[src/rtl/serial_full_sub_if.sv]
// serial_full_sub_if: request/result bundle for the bit-serial subtractor.
//   start, a, b, bin : request side, driven by the master
//   busy, done       : status, driven by the slave
//   d, bo, zero      : registered result, driven by the slave
interface serial_full_sub_if #(
  parameter int WIDTH = 8
);
  logic             start;
  logic [WIDTH-1:0] a;
  logic [WIDTH-1:0] b;
  logic             bin;
  logic             busy;
  logic             done;
  logic [WIDTH-1:0] d;
  logic             bo;
  logic             zero;

  modport master (
    output start, a, b, bin,
    input  busy, done, d, bo, zero
  );

  modport slave (
    input  start, a, b, bin,
    output busy, done, d, bo, zero
  );
endinterface

[src/rtl/serial_full_sub.sv]
// serial_full_sub: bit-serial subtractor computing {bo,d} = a - b - bin,
// one bit per clock, LSB first.
//   clk, rst : rising-edge clock, asynchronous active-high reset
//   bus      : slave side of serial_full_sub_if
//              start/a/b/bin sampled in IDLE; busy high in SHIFT;
//              done pulses one cycle in DONE; d/bo/zero hold until next DONE.
// WIDTH must match the WIDTH of the connected interface.
module serial_full_sub #(
  parameter int WIDTH = 8
) (
  input  logic              clk,
  input  logic              rst,
  serial_full_sub_if.slave  bus
);

  typedef enum logic [1:0] {IDLE, SHIFT, DONE} state_t;

  localparam int            CW   = (WIDTH > 1) ? $clog2(WIDTH) : 1;
  localparam logic [CW-1:0] LAST = CW'(WIDTH - 1);

  state_t           state_q, state_d;
  logic [WIDTH-1:0] a_q, a_d;
  logic [WIDTH-1:0] b_q, b_d;
  logic             br_q, br_d;
  logic [CW-1:0]    cnt_q, cnt_d;
  logic [WIDTH-1:0] sr_q, sr_d;
  logic [WIDTH-1:0] d_q, d_d;
  logic             bo_q, bo_d;
  logic             zero_q, zero_d;

  // Full-subtractor cell on the current LSB of the shifting operands.
  logic diff, br_n;
  assign diff = a_q[0] ^ b_q[0] ^ br_q;
  assign br_n = (~a_q[0] & b_q[0]) | (~(a_q[0] ^ b_q[0]) & br_q);

  always_comb begin
    state_d = state_q;
    a_d     = a_q;
    b_d     = b_q;
    br_d    = br_q;
    cnt_d   = cnt_q;
    sr_d    = sr_q;
    d_d     = d_q;
    bo_d    = bo_q;
    zero_d  = zero_q;
    case (state_q)
      IDLE: begin
        if (bus.start) begin
          a_d     = bus.a;
          b_d     = bus.b;
          br_d    = bus.bin;
          cnt_d   = '0;
          sr_d    = '0;
          state_d = SHIFT;
        end
      end
      SHIFT: begin
        a_d  = a_q >> 1;
        b_d  = b_q >> 1;
        br_d = br_n;
        // Result enters at the MSB so bit i lands at position i after WIDTH shifts.
        sr_d            = sr_q >> 1;
        sr_d[WIDTH-1]   = diff;
        if (cnt_q == LAST) begin
          state_d = DONE;
          d_d     = sr_d;
          bo_d    = br_n;
          zero_d  = (sr_d == '0);
        end else begin
          cnt_d = cnt_q + 1'b1;
        end
      end
      DONE:    state_d = IDLE;
      default: state_d = IDLE;
    endcase
  end

  always_ff @(posedge clk or posedge rst) begin
    if (rst) begin
      state_q <= IDLE;
      a_q     <= '0;
      b_q     <= '0;
      br_q    <= 1'b0;
      cnt_q   <= '0;
      sr_q    <= '0;
      d_q     <= '0;
      bo_q    <= 1'b0;
      zero_q  <= 1'b0;
    end else begin
      state_q <= state_d;
      a_q     <= a_d;
      b_q     <= b_d;
      br_q    <= br_d;
      cnt_q   <= cnt_d;
      sr_q    <= sr_d;
      d_q     <= d_d;
      bo_q    <= bo_d;
      zero_q  <= zero_d;
    end
  end

  assign bus.busy = (state_q == SHIFT);
  assign bus.done = (state_q == DONE);
  assign bus.d    = d_q;
  assign bus.bo   = bo_q;
  assign bus.zero = zero_q;

endmodule

[src/flat_wrapper.sv]
// flat-port wrapper written by rule: the top's interface ports become plain ports
module serial_full_sub_flat 
#(
  parameter int WIDTH = 8
)
  (clk, rst, bus_start, bus_a, bus_b, bus_bin, bus_busy, bus_done, bus_d, bus_bo, bus_zero);
  serial_full_sub_if #(.WIDTH(WIDTH)) bus_i ();
  input  logic clk;
  input  logic rst;
  input wire logic [$bits(bus_i.start)-1:0] bus_start;
  input wire logic [$bits(bus_i.a)-1:0] bus_a;
  input wire logic [$bits(bus_i.b)-1:0] bus_b;
  input wire logic [$bits(bus_i.bin)-1:0] bus_bin;
  output wire logic [$bits(bus_i.busy)-1:0] bus_busy;
  output wire logic [$bits(bus_i.done)-1:0] bus_done;
  output wire logic [$bits(bus_i.d)-1:0] bus_d;
  output wire logic [$bits(bus_i.bo)-1:0] bus_bo;
  output wire logic [$bits(bus_i.zero)-1:0] bus_zero;
  assign bus_i.start = bus_start;
  assign bus_i.a = bus_a;
  assign bus_i.b = bus_b;
  assign bus_i.bin = bus_bin;
  assign bus_busy = bus_i.busy;
  assign bus_done = bus_i.done;
  assign bus_d = bus_i.d;
  assign bus_bo = bus_i.bo;
  assign bus_zero = bus_i.zero;
  serial_full_sub #(.WIDTH(WIDTH)) u_core (.clk(clk), .rst(rst), .bus(bus_i));
endmodule
[config.mk]
export PLATFORM = sky130hd
export DESIGN_NAME = serial_full_sub_flat
export DESIGN_NICKNAME = d
export VERILOG_FILES = /design/src/rtl/serial_full_sub_if.sv /design/src/rtl/serial_full_sub.sv /design/src/flat_wrapper.sv
export SDC_FILE = /design/constraint.sdc
export NUM_CORES = 1
export LEC_CHECK = 0
export CELL_PAD_IN_SITES_DETAIL_PLACEMENT = 1
export CELL_PAD_IN_SITES_GLOBAL_PLACEMENT = 2
export CORE_ASPECT_RATIO = 0.9
export CORE_UTILIZATION = 36
export DETAILED_ROUTE_END_ITERATION = 10
export GPL_ROUTABILITY_DRIVEN = 0
export PLACE_DENSITY_LB_ADDON = 0.1
export SKIP_CTS_REPAIR_TIMING = 1
export SLEW_MARGIN = 20
export SYNTH_ARGS = -nofsm -noshare
export SYNTH_HDL_FRONTEND = slang
export SYNTH_SLANG_ARGS = --single-unit
[constraint.sdc]
create_clock -name clk -period 5.3 [get_ports clk]
set_clock_uncertainty 0.2 [all_clocks]
set_input_delay 1.59 -clock clk [delete_from_list [all_inputs] [get_ports clk]]
set_output_delay 1.59 -clock clk [all_outputs]
set_load 0.005 [all_outputs]
met2.png
(4 px per um)
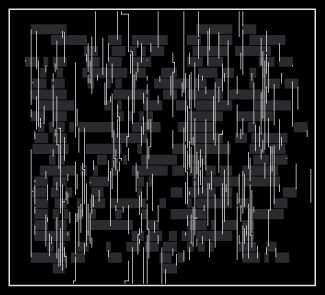
- wire length on this layer: 1690 um
- main direction: vertical
- nets with wire on the layer: 176
- share of all routed wire: 48%

final_congestion.png
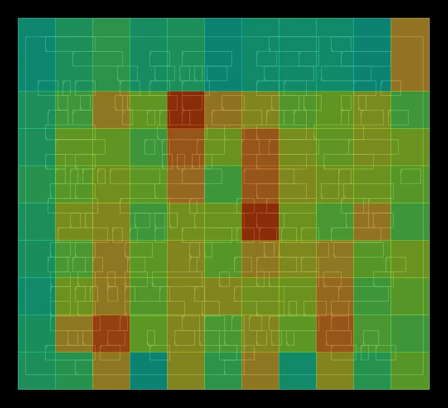
global-route met2 utilization: 0.263
Tot GR Track Use: 0.149
GR Util met3: 0.0408
Most Used Layer, Global Route: met2

gate_families.png
(6 px per um)
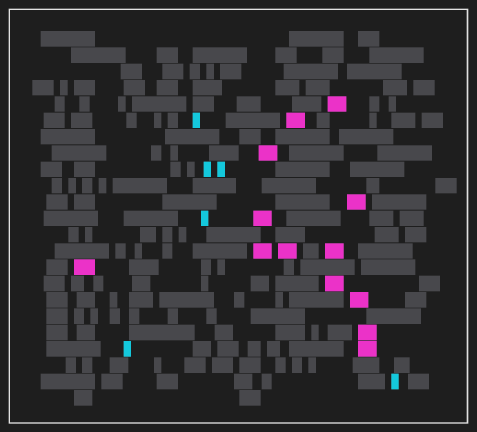
- inverters: cyan (cells 6; most used inv_1)
- AND-OR and OR-AND gates: magenta (cells 13; most used a22o_1)

==> results.py <==
# Synthesis and PnR figures
metrics = {
    "synth": {
        "ys.flop_type": "dfrtp_1",
        "ys_types": 25,
        "yosys.area.top_type_share": 0.548,
        "synthSimpleGateAreaFrac": 0.117,
        "synth.avg_cell_area_um2": 11.7,
        "edf_count": 0,
    },
    "setup_path": {
        "cpPeakStageDelay_ns": 0.59,
        "cp.depth": 2,
        "worstPathArrival_ns": 1.91,
    },
    "clock_tree": {
        "clock_path_buffers": 2,
        "cts_tree": "yes",
    },
    "power": {
        "p_leak_nw": 1.06,
        "comb_cell_power_mw": 0.433,
        "p_sw_frac": 0.322,
    },
    "final_timing": {
        "slew_headroom": 0.651,
        "holdWs_ns": 0.286,
        "hold_viol": 0,
    },
    "global_route": {
        "grt_overflow": 0,
    },
    "route": {
        "dr.pass1.iters": 4,
        "dr_wl_met3_um": 155,
        "viasPerCell": 4.98,
    },
    "floorplanning": {
        "die_x_um": 76.1,
        "die_height_um": 68.7,
    },
    "placed_design": {
        "dpl.hpwl_um": 2430,
    },
    "outcome": {
        "status": "finished, final reports clean",
    },
}
## state kept, by name (all words and copies together), names as in the netlist
signal / count
u_core.a_q: 8
u_core.br_q: 1
u_core.cnt_q: 3
u_core.b_q: 8
u_core.bus.bo: 1
u_core.state_q: 2
u_core.bus.d: 8
u_core.bus.zero: 1
u_core.sr_q: 7
## metrics by stage
step / std cells / utilization / worst slack, ns
2_1_floorplan: 152 / - / 2.62
3_3_place_gp: 237 / 0.456 / 1.86
3_5_place_dp: 237 / 0.456 / 1.77
4_1_cts: 245 / 0.481 / 1.57
5_1_grt: 245 / 0.481 / 1.49
6_report: 245 / 0.481 / 1.60
## layer usage
metal,global-route usage,vias to the layer above
met2,0.263,24
met4,0.0577,0
met5,0,-
met1,0.178,599
met3,0.0408,7
li1,-,589
## layout make-up
| class | count | area [um^2] | area share |
|---|---|---|---|
| Clock inverter | 3 | 43.8 | 0.0198 |
| Inverter | 6 | 22.5 | 0.0102 |
| Tap cell | 62 | 77.6 | 0.0350 |
| Multi-Input combinational cell | 96 | 692 | 0.313 |
| Sequential cell | 39 | 976 | 0.441 |
| Clock buffer | 5 | 68.8 | 0.0311 |
| Timing Repair Buffer | 34 | 333 | 0.150 |
## layout by cell type, fill, tap and decap left out, types with 3 or more instances in the layout
| cell type | instances |
|---|---|
| clkdlybuf4s50_1 | 31 |
| nand2_1 | 19 |
| inv_1 | 6 |
| mux2i_1 | 7 |
| dfrtp_1 | 39 |
| buf_4 | 3 |
| clkbuf_8 | 5 |
| mux2_2 | 9 |
| a22o_1 | 12 |
| and3b_1 | 8 |
| a21oi_1 | 9 |
| o21ai_0 | 16 |
## worst reg2reg max path, delay by kind of cell, from the launching register on
kind            cells  cell delay, ns
compound gates      2            0.56
buf+inv             2            0.56
flops               1            0.39
simple gates        1            0.09
Power figures rest on the tool's default switching activity, not on a simulated workload.
